`src/rtl/led_mode_scheduler.sv`:
```
// led_mode_scheduler: button debounce, step-rate tick generation and
// manual/auto sequencing of the running-LED pattern mode index.

// Two-flop synchronizer cell with a selectable reset level.
module led_sync2 #(
  parameter logic RST_VAL = 1'b0
) (
  input  logic clk,
  input  logic reset,
  input  logic d,
  output logic q
);
  logic [1:0] ff;

  // Shift the asynchronous input through two flops.
  always_ff @(posedge clk) begin
    if (reset) ff <= {2{RST_VAL}};
    else       ff <= {ff[0], d};
  end

  assign q = ff[1];
endmodule

module led_mode_scheduler #(
  parameter int CLK_HZ          = 50000000,
  parameter int DEBOUNCE_CYCLES = 1000000,
  parameter int NUM_MODES       = 8,
  parameter int DWELL_TICKS     = 32
) (
  input  logic       clk,
  input  logic       reset,
  input  logic       key_n,
  input  logic       auto,
  input  logic [2:0] mode_hz,
  output logic       tick,
  output logic [2:0] mode,
  output logic       mode_chg,
  output logic       btn_pulse,
  output logic       out_auto
);
  localparam int NUM_SYNC = 2;
  localparam int SYNC_KEY = 0;
  localparam int SYNC_AUTO = 1;
  localparam int DB_W  = (DEBOUNCE_CYCLES > 1) ? $clog2(DEBOUNCE_CYCLES + 1) : 1;
  localparam int DIV_W = (CLK_HZ > 1) ? $clog2(CLK_HZ + 1) : 1;
  localparam int DW_W  = (DWELL_TICKS > 1) ? $clog2(DWELL_TICKS + 1) : 1;

  localparam logic [DB_W-1:0] DB_LAST    = DB_W'(DEBOUNCE_CYCLES - 1);
  localparam logic [DW_W-1:0] DWELL_LAST = DW_W'(DWELL_TICKS - 1);
  localparam logic [2:0]      MODE_LAST  = 3'(NUM_MODES - 1);

  typedef enum logic {S_MANUAL, S_AUTO} state_t;

  // Per-input synchronizers: key idles released (1), auto idles off (0).
  logic [NUM_SYNC-1:0] sync_d, sync_q;
  logic                key_s, auto_s;

  assign sync_d[SYNC_KEY]  = key_n;
  assign sync_d[SYNC_AUTO] = auto;

  for (genvar i = 0; i < NUM_SYNC; i++) begin : g_sync
    led_sync2 #(.RST_VAL((i == SYNC_KEY) ? 1'b1 : 1'b0)) u_sync (
      .clk  (clk),
      .reset(reset),
      .d    (sync_d[i]),
      .q    (sync_q[i])
    );
  end

  assign key_s  = sync_q[SYNC_KEY];
  assign auto_s = sync_q[SYNC_AUTO];

  // Debounce: accept a new key level only after DEBOUNCE_CYCLES
  // consecutive cycles of disagreement; pulse on the press edge.
  logic            deb;
  logic [DB_W-1:0] db_cnt;

  always_ff @(posedge clk) begin
    if (reset) begin
      deb       <= 1'b1;
      db_cnt    <= '0;
      btn_pulse <= 1'b0;
    end else begin
      btn_pulse <= 1'b0;
      if (key_s == deb) begin
        db_cnt <= '0;
      end else if (db_cnt == DB_LAST) begin
        deb       <= key_s;
        db_cnt    <= '0;
        btn_pulse <= ~key_s;
      end else begin
        db_cnt <= db_cnt + DB_W'(1);
      end
    end
  end

  // Divider limit follows mode_hz combinationally so a rate change
  // is seen on the very next edge; a zero span means tick every cycle.
  logic [31:0] div_span, div_lim;
  logic [DIV_W-1:0] div_cnt;

  always_comb begin
    div_span = 32'(CLK_HZ) >> mode_hz;
    div_lim  = '0;
    if (div_span != '0) div_lim = div_span - 32'd1;
  end

  // Step-rate divider; >= (not ==) catches a count left above a new,
  // smaller limit and fires on the next edge.
  always_ff @(posedge clk) begin
    if (reset) begin
      div_cnt <= '0;
      tick    <= 1'b0;
    end else if (32'(div_cnt) >= div_lim) begin
      div_cnt <= '0;
      tick    <= 1'b1;
    end else begin
      div_cnt <= div_cnt + DIV_W'(1);
      tick    <= 1'b0;
    end
  end

  // Mode sequencing FSM. A press always advances and restarts the dwell,
  // so a press landing on dwell expiry still yields a single step.
  state_t          state;
  logic [DW_W-1:0] dwell_cnt;
  logic [2:0]      mode_nxt;

  assign mode_nxt = (mode == MODE_LAST) ? 3'd0 : mode + 3'd1;

  always_ff @(posedge clk) begin
    if (reset) begin
      state     <= S_MANUAL;
      out_auto  <= 1'b0;
      mode      <= '0;
      mode_chg  <= 1'b0;
      dwell_cnt <= '0;
    end else begin
      mode_chg <= 1'b0;
      case (state)
        S_MANUAL: begin
          if (btn_pulse) begin
            mode     <= mode_nxt;
            mode_chg <= 1'b1;
          end
          if (auto_s) begin
            state     <= S_AUTO;
            out_auto  <= 1'b1;
            dwell_cnt <= '0;
          end
        end
        S_AUTO: begin
          if (btn_pulse) begin
            mode      <= mode_nxt;
            mode_chg  <= 1'b1;
            dwell_cnt <= '0;
          end else if (auto_s && tick) begin
            if (dwell_cnt == DWELL_LAST) begin
              mode      <= mode_nxt;
              mode_chg  <= 1'b1;
              dwell_cnt <= '0;
            end else begin
              dwell_cnt <= dwell_cnt + DW_W'(1);
            end
          end
          if (!auto_s) begin
            state    <= S_MANUAL;
            out_auto <= 1'b0;
          end
        end
        default: begin
          state    <= S_MANUAL;
          out_auto <= 1'b0;
        end
      endcase
    end
  end
endmodule

```
`config.mk`:
```
export PLATFORM = sky130hd
export DESIGN_NAME = led_mode_scheduler
export DESIGN_NICKNAME = d
export VERILOG_FILES = /design/src/rtl/led_mode_scheduler.sv
export SDC_FILE = /design/constraint.sdc
export NUM_CORES = 1
export LEC_CHECK = 0
export CORE_UTILIZATION = 60
export DETAILED_ROUTE_END_ITERATION = 10
export GPL_TIMING_DRIVEN = 0
export HOLD_SLACK_MARGIN = 0.08
export PLACE_DENSITY = 0.79
export SLEW_MARGIN = 20
export SYNTH_ARGS = -nofsm -noshare
export SYNTH_HDL_FRONTEND = slang
export SYNTH_SLANG_ARGS = --single-unit
```
`constraint.sdc`:
```
create_clock -name clk -period 5.7 [get_ports clk]
set_input_delay 1.14 -clock clk [delete_from_list [all_inputs] [get_ports clk]]
set_output_delay 1.14 -clock clk [all_outputs]
set_load 0.005 [all_outputs]
```
==> run_1/flops_by_reg.png <==
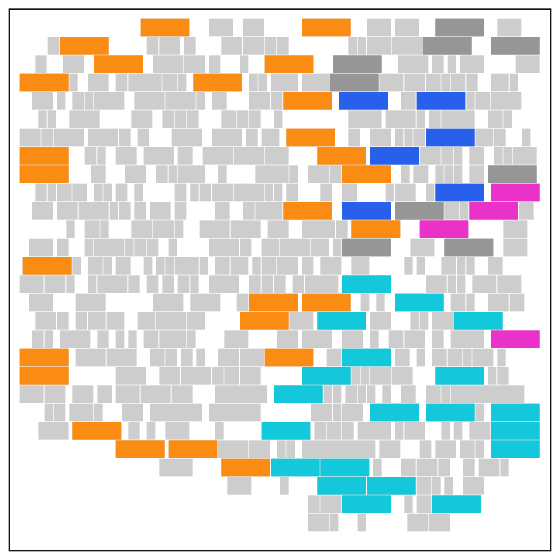
`db_cnt`: in cyan, flops 20. `dwell_cnt`: in blue, flops 6, where top right. `div_cnt`: in orange, flops 26. `g_sync.u_sync.ff`: in magenta, flops 4, where right middle.
Another 9 sequential cells are not colored.
final core utilization: 69.7%
sequential standard cell area: 0.00130 sq mm
register fraction of the total cell area: 31.7%
Seq. pwr: 0.000463 W

==> run_1/placement.png <==
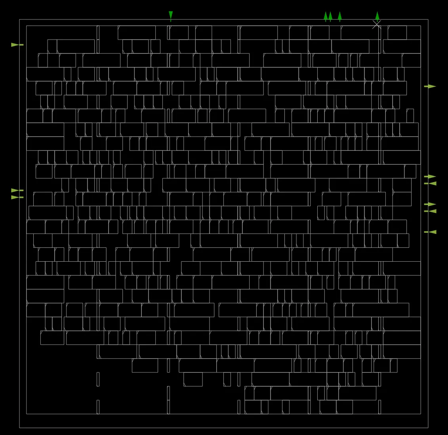
number of flip-flops and latches: 65
number of cell rows: 28
well-tap cell count: 75
final cell count without fillers: 521

==> job_summary.md, run 1 <==
### Metrics collected by this job

| Metric | Value |
|---|---|
| Metal3 WL | `252 um` |
| Synthesized area | `0.00366 sq mm` |
| Proportion of power drawn by the clock network | `approximately 46%` |
| Fin Hold WS | `roughly 0.44 ns` |
| Maximum buffer depth of the clock tree | `2` |
| DIE HEIGHT | `between 80 and 90 um` |
| Max-cap check violation count | `0` |
| Combined buffer and inverter count along the critical path | `5` |
| HP Class | `reg2reg` |
| Total negative setup slack | `0 ns` |
| Layout buffering overhead excluding clock cells | `under 10%` |
| Req. time, crit path | `between 5 and 6 ns` |
| Net count after synthesis | `roughly 460` |
| Number of multi-input logic gates | `320` |
| Clock buffers and inverters, area share | `5.52%` |
| Worst Path Class, Setup | `in2reg` |
| Quantity of hold-fixing buffers added after cts | `0` |
| # Cells Yosys | `418` |
| Design internal power | `around 0.00074 W` |
| Violations in the final reports | `design-rule violations` |
| Hold worst-path end | `g_sync[0].u_sync.ff[1]` |
| CTS sink count | `65` |
| Achievable Freq | `roughly 0.22 GHz` |
| Clock-net power | `around 0.00044 W` |
| Least-Margin Pin Slew | `just under 0.7 ns` |
| Final WS setup | `between 1 and 1.5 ns` |
| Ratio of total power to cell area | `between 200 and 250 mW/mm^2` |
| Inverters, non-clock | `18` |
| GRT Residual Overflow | `0` |
| Root buffer cell | `sky130_fd_sc_hd__clkbuf_8` |
| Maximum fanout along the worst path | `10` |
| Number of placed instances, taps included | `between 500 and 600` |
| DRC violation count after routing | `1` |
| Ports | `14` |
| Pin count of the biggest net entering global routing | `14` |
| Startpoint of the lowest-slack hold path | `g_sync[0].u_sync.ff[0]` |
| Leak Pwr | `~1.6 nW` |
| Final count of pins violating max slew | `0` |
| Count of filler cells inserted in the layout | `between 400 and 500` |
| Placed wire-length estimate after detailed placement | `~5.3 mm` |
| Status | `complete, but fails checks` |
| Final Hold Violating Endpoints | `0` |
| Hold Path Stages | `1` |
| Final setup violation count | `0` |
| Fraction of power spent switching nets | `between 20% and 30%` |
| Number of resized instances in the post-cts repair step | `0` |
| Initial DRC count | `approximately 76` |
| Number of nets in the final layout | `approximately 480` |
| Antenna Cells | `0` |
| Register share after synthesis | `35.5%` |
| Number of iterations in the first detailed-routing pass | `8` |
| Count of buffers from port buffering | `12` |
| Power group with the highest consumption | `sequential cells` |
| Via density per instance | `5.69` |
| Vias after detailed routing | `a little under 3,000` |
| Number of post-CTS setup repair buffers | `0` |
==> run_1/detail.png <==
The bar under the picture is 20 um long. Window x 0 to 50, y 0 to 50 um. Cells in gray, sequential cells in the stronger gray; small squares are vias.
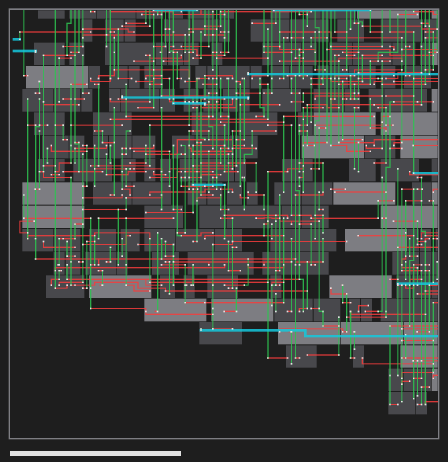
metal 3: in cyan. metal 1: in red. metal 2: in green. metal 4: in blue.
Sequential cells in the window: 18. Netlist names of flops here include `div_cnt` (11), `db_cnt` (7). 154 logic cells have their middle in the window. Most frequent: ha_1 (18), dfxtp_1 (18), xnor2_1 (13).

==> run_1/placement_by_type.png <==
Fill, decap, tap and diode cells in gray.
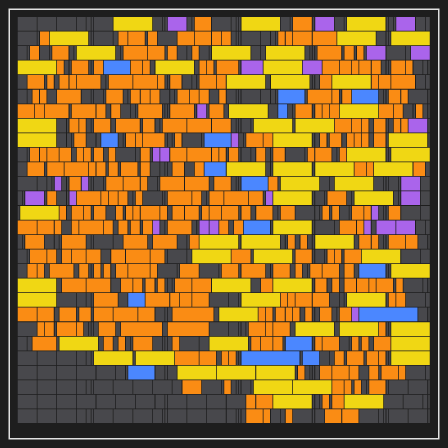
remaining buffers and delay cells: in purple, cells 27, share of their area 4.7%. clock drivers and dummy loads: in blue, cells 16, share of their area 5.7%. combinational and other logic: in orange, cells 338, share of their area 57%. sequential cells: in yellow, cells 65, share of their area 32%.
core area: 0.00589 sq mm
fin area: 0.00410 sq mm

run 1: routing by layer:
metal	GRT usage, %	up-vias
met5	0	-
met1	28.9	1412
met3	7.39	7
met4	7.50	0
li1	-	1501
met2	43.9	46
run 1: worst max-delay path by stage:
stage	start	end	slack, ns	cells past startpoint
2_1_floorplan	mode_hz[0]	div_cnt[0]	1.91	12
4_1_cts	mode_hz[2]	div_cnt[25]	1.21	15
5_1_grt	mode_hz[2]	div_cnt[0]	0.89	16
6_report	mode_hz[2]	div_cnt[18]	1.14	17
3_5_place_dp	mode_hz[2]	div_cnt[25]	0.84	16
3_3_place_gp	mode_hz[2]	div_cnt[17]	0.97	15
run 1: cells in the mapped netlist (9+ instances only):
library cell / n / share of area [%]
sky130_fd_sc_hd__clkbuf_1: 10 / 1.0
sky130_fd_sc_hd__nor3_2: 9 / 2.5
sky130_fd_sc_hd__ha_1: 34 / 12
sky130_fd_sc_hd__nor3_1: 22 / 3.0
sky130_fd_sc_hd__a21oi_1: 13 / 1.8
sky130_fd_sc_hd__nor2_1: 50 / 5.1
sky130_fd_sc_hd__nand2_1: 32 / 3.3
sky130_fd_sc_hd__nand3_1: 20 / 2.7
sky130_fd_sc_hd__o21ai_0: 12 / 1.6
sky130_fd_sc_hd__inv_1: 17 / 1.7
sky130_fd_sc_hd__xnor2_1: 30 / 7.2
sky130_fd_sc_hd__nand4_1: 15 / 2.6
sky130_fd_sc_hd__dfxtp_1: 65 / 36
sky130_fd_sc_hd__xor2_1: 21 / 5.0
run 1: kinds of logic (layout without fill, tap and decap cells):
family	Yosys count	count (layout)	share of synthesized area [%]
simple gates	192	192	29.1
flops	65	65	35.5
xor+xnor	51	51	12.2
compound gates	40	40	7.01
fa+ha+maj	34	34	11.6
buf+inv	33	61	3.73
mux	3	3	0.820
==> run_1/metal_density.png <==
The bar under the picture is 20 um long. 16 x 16 tiles, from black (low) to pale yellow (high), scaled to the fullest tile. Values are wire area over tile area, all layers added.
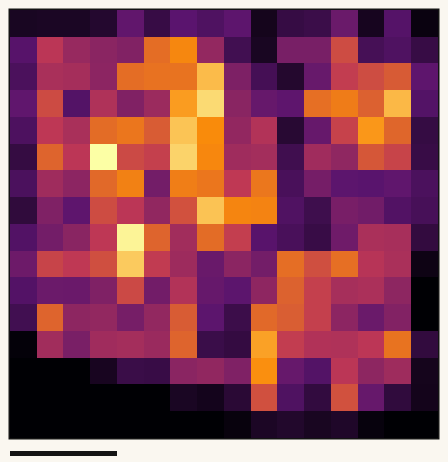

--- run 2 (diff from run 1) ---
--- a/config.mk
+++ b/config.mk
@@ -5,11 +5,11 @@
 export SDC_FILE = /design/constraint.sdc
 export NUM_CORES = 1
 export LEC_CHECK = 0
-export CORE_UTILIZATION = 60
+export CORE_UTILIZATION = 55
 export DETAILED_ROUTE_END_ITERATION = 10
 export GPL_TIMING_DRIVEN = 0
 export HOLD_SLACK_MARGIN = 0.08
-export PLACE_DENSITY = 0.79
+export PLACE_DENSITY = 0.76
 export SLEW_MARGIN = 20
 export SYNTH_ARGS = -nofsm -noshare
 export SYNTH_HDL_FRONTEND = slang
==> constraint.sdc (replaced) <==
create_clock -name clk -period 4.11 [get_ports clk]
set_input_delay 0.822 -clock clk [delete_from_list [all_inputs] [get_ports clk]]
set_output_delay 0.822 -clock clk [all_outputs]
set_load 0.005 [all_outputs]
==> run_2/metal_density.png <==
The bar under the picture is 20 um long. 17 x 17 tiles, from black (low) to pale yellow (high), scaled to the fullest tile. Values are wire area over tile area, all layers added.
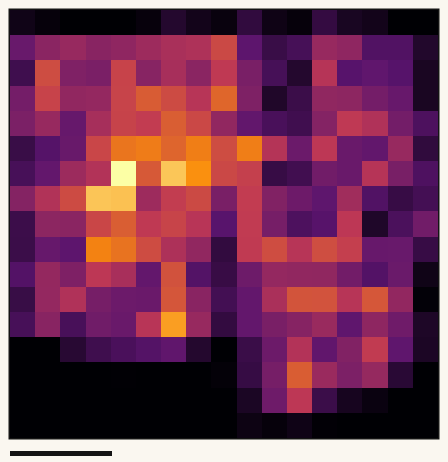
The emptiest ninth of the die: bottom left. The mean over all tiles is 0.15. The fullest tile reaches 0.52. 18% of the tiles are over half the peak. 17% of the tiles are nearly empty.
vias after detailed routing: 2,892
Tot GR Track Use: 21.4%
final routed wire length divided by cell count: 13.2 um

==> run_2/detail.png <==
The bar under the picture is 20 um long. Window x 0 to 50, y 0 to 50 um. Cells in gray, sequential cells in the stronger gray; small squares are vias.
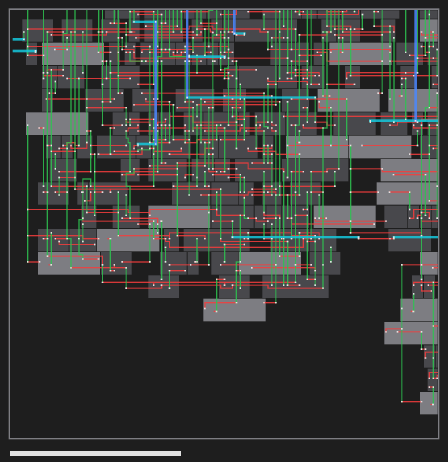
metal 1: in red. metal 2: in green. metal 3: in cyan. metal 4: in blue.
Netlist names of flops here include `div_cnt` (12), `db_cnt` (5). Sequential cells in the window: 17. Most frequent: dfxtp_1 (17), ha_1 (12), xnor2_1 (10). 123 logic cells have their middle in the window.

==> job_summary.md, run 2 <==
### Metrics collected by this job

| Metric | Value |
|---|---|
| Proportion of power drawn by the clock network | `48.4% (+2.6 points)` |
| Clock buffers and inverters, area share | `6.10% (+0.58 points)` |
| Antenna Cells | `0 (unchanged)` |
| Combinational share of cell area | `53.8%` |
| Sequential standard cell area | `0.00130 sq mm (unchanged)` |
| Via density per instance | `5.53 (-2.9%)` |
| Final setup violation count | `0 (unchanged)` |
| Cell accounting for the most synthesized area | `sky130_fd_sc_hd__dfxtp_1` |
| Stages on the worst setup path | `13 (-4)` |
| HP Class | `reg2reg` |
| DIE HEIGHT | `83.6 um (+4.3%)` |
| GRT Residual Overflow | `0 (unchanged)` |
| Number of multi-input logic gates | `320 (unchanged)` |
| Least-Margin Pin Slew | `0.689 ns (+0.00544 ns)` |
| Layout buffering overhead excluding clock cells | `4.71% (+0.10 points)` |
| # Cells Yosys | `418 (unchanged)` |
| Final cell count without fillers | `523 (+0.38%)` |
| Ports | `14 (unchanged)` |
| Worst Path Class, Setup | `in2reg` |
| Placed wire-length estimate after detailed placement | `5.05 mm (-3.9%)` |
| Root buffer cell | `sky130_fd_sc_hd__clkbuf_8` |
| Number of iterations in the first detailed-routing pass | `4 (-4)` |
| Final Hold Violating Endpoints | `0 (unchanged)` |
| Number of nets in the final layout | `482 (unchanged)` |
| Achievable Freq | `0.261 GHz` |
| Maximum fanout along the worst path | `10 (unchanged)` |
| Core area | `0.00639 sq mm (+8.5%)` |
| Total negative setup slack | `0 ns (unchanged)` |
| Number of flip-flops and latches | `65 (unchanged)` |
| Clock-net power | `0.000684 W (+54%)` |
| Horizontal die dimension | `roughly 84 um` |
| Cell with the most instances after synthesis | `sky130_fd_sc_hd__dfxtp_1` |
| Status | `finished, final reports clean` |
| Maximum buffer depth of the clock tree | `2 (unchanged)` |
| Max-cap check violation count | `0 (unchanged)` |
| Fraction of power spent switching nets | `22.6% (-1.6 points)` |
| DRC violation count after routing | `0 (-1)` |
| Inverters, non-clock | `18 (unchanged)` |
| Pin count of the biggest net entering global routing | `13 (-1)` |
| Count of buffers from port buffering | `12 (unchanged)` |
| Final wirelength | `just under 7 mm` |
| Ratio of total power to cell area | `341 mW/mm^2 (+44%)` |
| Seq. pwr | `0.000642 W (+39%)` |
| Final count of pins violating max slew | `0 (unchanged)` |
| Top-area cell share | `35.5% (unchanged)` |
| CTS sink count | `65 (unchanged)` |
| Initial DRC count | `106 (+39%)` |
| Leading post-synthesis cells by cell area | `sky130_fd_sc_hd__dfxtp_1 (36%), sky130_fd_sc_hd__ha_1 (12%), sky130_fd_sc_hd__xnor2_1 (7.2%)` |
| Startpoint of the lowest-slack hold path | `g_sync[0].u_sync.ff[0]` |
| Hold worst-path end | `g_sync[0].u_sync.ff[1]` |
| Leak Pwr | `1.57 nW (+0.76%)` |
| Number of placed instances, taps included | `507 (+0.40%)` |
| Well-tap cell count | `77 (+2.7%)` |
| Hold Path Stages | `1 (unchanged)` |
| Req. time, crit path | `4.33 ns (-1.60 ns)` |
| Synthesized area | `0.00366 sq mm (unchanged)` |
| Register share after synthesis | `35.5% (unchanged)` |
==> run_2/placement.png <==
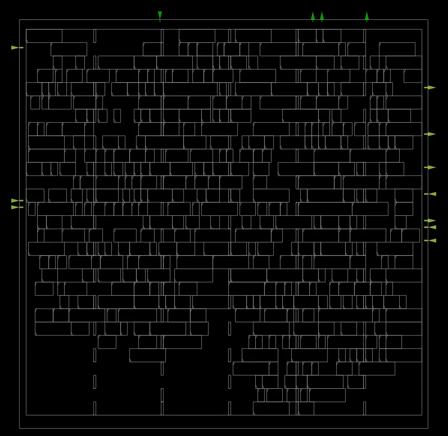
register fraction of the total cell area: 31.4%
final core utilization: 64.9%
number of cell rows: 29

-- run 2: netlist changes by cell type in the layout (fill, tap and decap cells not counted), sizes merged --
cell / previous run / this run
buf: 5 / 4
clkinv: 4 / 2
inv: 19 / 18
clkbuf: 19 / 21
clkinvlp: 0 / 1
bufinv: 2 / 3
-- run 2: routing by layer --
layer	up-vias	wire length (um)	track usage (%)
met5	-	0	0
met4	0	93	7.40
met3	9	180	4.75
met2	35	3270	36.1
met1	1346	3350	27.0
li1	1502	-	-
-- run 2: cell families after synthesis --
family                     after synthesis  share of synthesized area, %
and+or+nand+nor                        192                          29.1
DFF                                     65                          35.5
xor gates and xnor gates                51                          12.2
AOI/OAI and AO/OA                       40                          7.01
adders and majority gates               34                          11.6
buffers and inverters                   33                          3.73
muxes                                    3                         0.820
-- run 2: stage by stage --
step           hold slack [ns]  area (sq um)  power [W]
6_report                 0.434          4150    0.00141
5_1_grt                  0.452          4150    0.00146
4_1_cts                  0.430          4130    0.00142
3_5_place_dp             0.398          3880   0.000741
3_3_place_gp             0.415          3880   0.000739
2_1_floorplan            0.389          3660   0.000717
-- run 2: worst max-delay path by stage --
stage                          start  slack (ns)     endpoint
final                     mode_hz[1]        0.28  div_cnt[12]
after floorplan           mode_hz[0]        0.64   div_cnt[0]
after CTS                 mode_hz[2]        0.06  div_cnt[12]
after global placement    mode_hz[2]       -0.32  div_cnt[17]
after detailed placement  mode_hz[2]       -0.34   div_cnt[0]
after global routing      mode_hz[2]        0.03  div_cnt[16]
-- run 2: repair_timing --
item                                    CTS  global route
gates cloned                              0             0
hold buffers                              0             0
endpoints found under the setup margin    1            20
setup buffers                             0             0
resized                                   1             5
--- run 3 (diff from run 2) ---
--- a/config.mk
+++ b/config.mk
@@ -10,6 +10,7 @@
 export GPL_TIMING_DRIVEN = 0
 export HOLD_SLACK_MARGIN = 0.08
 export PLACE_DENSITY = 0.76
+export RECOVER_POWER = 25
 export SLEW_MARGIN = 20
 export SYNTH_ARGS = -nofsm -noshare
 export SYNTH_HDL_FRONTEND = slang
==> run_3/metal_density.png <==
The bar under the picture is 20 um long. 17 x 17 tiles, from black (low) to pale yellow (high), scaled to the fullest tile. Values are wire area over tile area, all layers added.
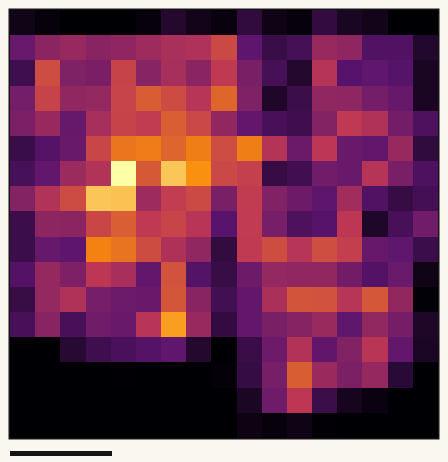
17% of the tiles are nearly empty. The mean over all tiles is 0.15. The fullest tile reaches 0.52.
vias after detailed routing: 2,894
final wirelength: 6.90 mm

==> run_3/detail.png <==
The bar under the picture is 20 um long. Window x 0 to 50, y 0 to 50 um. Cells in gray, sequential cells in the stronger gray; small squares are vias.
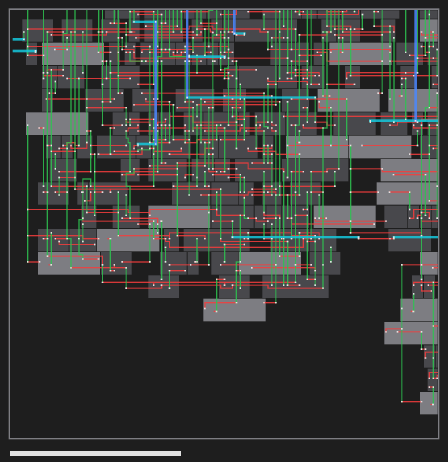
metal 1: in red. metal 2: in green. metal 4: in blue. metal 3: in cyan.
Netlist names of flops here include `div_cnt` (12), `db_cnt` (5). 123 logic cells have their middle in the window. Most frequent: dfxtp_1 (17), ha_1 (12), xnor2_1 (10). Sequential cells in the window: 17.

==> job_summary.md, run 3 <==
### Metrics collected by this job

| Metric | Value |
|---|---|
| Final count of pins violating max slew | `0 (unchanged)` |
| Register share after synthesis | `35.5% (unchanged)` |
| Worst Path Class, Setup | `in2reg` |
| Pin count of the biggest net entering global routing | `13 (unchanged)` |
| DRC violation count after routing | `0 (unchanged)` |
| Fin area | `0.00415 sq mm (unchanged)` |
| Startpoint of the lowest-slack hold path | `g_sync[0].u_sync.ff[0]` |
| Cell accounting for the most synthesized area | `sky130_fd_sc_hd__dfxtp_1` |
| Leak Pwr | `1.57 nW (about the same)` |
| Max-cap check violation count | `0 (unchanged)` |
| Status | `finished, final reports clean` |
| Req. time, crit path | `4.33 ns (about the same)` |
| Number of placed instances, taps included | `507 (unchanged)` |
| Achievable Freq | `0.261 GHz (unchanged)` |
| Least-Margin Pin Slew | `0.689 ns (unchanged)` |
| Most crowded layer after global routing | `met2` |
| Initial DRC count | `106 (unchanged)` |
| M2 GR Usage | `36.1% (unchanged)` |
| Via density per instance | `5.53 (about the same)` |
| Launching instance or port of the critical path | `mode_hz[1]` |
| Final cell count without fillers | `523 (unchanged)` |
| Horizontal die dimension | `83.6 um (unchanged)` |
| Number of iterations in the first detailed-routing pass | `4 (unchanged)` |
| Maximum fanout along the worst path | `10 (unchanged)` |
| Hold worst-path end | `g_sync[0].u_sync.ff[1]` |
| Tot GR Track Use | `21.4% (unchanged)` |
| CTS sink count | `65 (unchanged)` |
| Met3 Resource Use GR | `4.75% (unchanged)` |
| DIE HEIGHT | `83.6 um (unchanged)` |
| Root buffer cell | `sky130_fd_sc_hd__clkbuf_8` |
| Number of nets in the final layout | `482 (unchanged)` |
| Count of buffers from port buffering | `12 (unchanged)` |
| Placed wire-length estimate after detailed placement | `5.05 mm (unchanged)` |
| Fin Hold WS | `0.434 ns (unchanged)` |
| Fraction of power spent switching nets | `22.6% (about the same)` |
| Cell with the most instances after synthesis | `sky130_fd_sc_hd__dfxtp_1` |
==> run_3/flops_by_reg.png <==
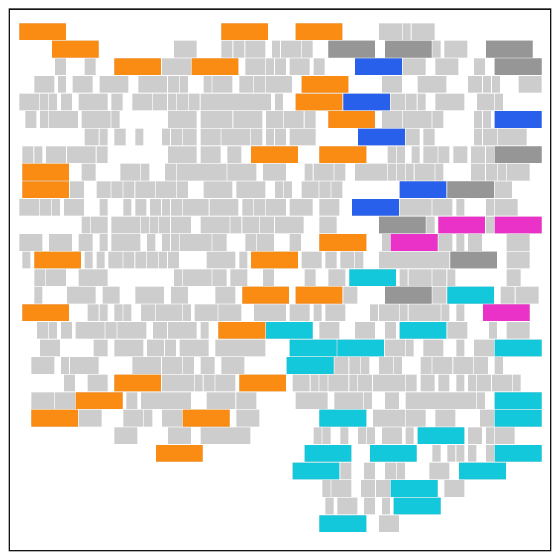
`g_sync.u_sync.ff`: in magenta, flops 4, where right middle. `db_cnt`: in cyan, flops 20. `dwell_cnt`: in blue, flops 6. `div_cnt`: in orange, flops 26.
Another 9 sequential cells are not colored.
Seq. pwr: 0.000642 W

run 3: cell families after synthesis:
group,after synthesis,share of synthesized area [%]
flip-flops,65,35.5
multiplexers,3,0.820
AND/OR/NAND/NOR,192,29.1
buffers and inverters,33,3.73
XOR/XNOR,51,12.2
adder cells (fa/ha/maj),34,11.6
AND-OR/OR-AND,40,7.01
run 3: through the flow:
stage | setup slack, ns | total power [W]
after global placement | -0.315 | 0.000739
after CTS | 0.0578 | 0.00142
after global routing | 0.0251 | 0.00146
final | 0.276 | 0.00141
after floorplan | 0.640 | 0.000717
after detailed placement | -0.337 | 0.000741
run 3: repair_timing:
item,4_1_cts,5_1_grt
hold buffers,0,0
gates resized,1,5
endpoints found under the setup margin,1,20
buffers inserted,0,0
run 3: routing by layer:
layer / vias to the layer above / wire length, um
met5: - / 0
met4: 0 / 93
met3: 9 / 179
met2: 35 / 3270
met1: 1348 / 3350
li1: 1502 / -
run 3: worst max-delay path: stages:
cell                              delay (ns)
sky130_fd_sc_hd__clkdlybuf4s50_1        0.53
sky130_fd_sc_hd__inv_1                  0.13
sky130_fd_sc_hd__or3_1                  0.45
sky130_fd_sc_hd__ha_1                   0.26
sky130_fd_sc_hd__inv_1                  0.13
sky130_fd_sc_hd__o21ai_0                0.09
sky130_fd_sc_hd__a2bb2oi_1              0.16
sky130_fd_sc_hd__ha_1                   0.31
sky130_fd_sc_hd__nand4_1                0.14
sky130_fd_sc_hd__a2111o_1               0.35
sky130_fd_sc_hd__a31oi_4                0.32
sky130_fd_sc_hd__clkbuf_4               0.28
sky130_fd_sc_hd__nor3_1                 0.08
run 3: cell type report:
class	count	area, sq um
clock buffer	10	138
sequential	65	1300
buffer	15	75.1
clock inverter	6	115
timing repair buffer	12	120
inverter	18	67.6
tap	77	96.3
multi-input combinational	320	2230
fill	529	2240
Power and IR drop assume default switching activity.
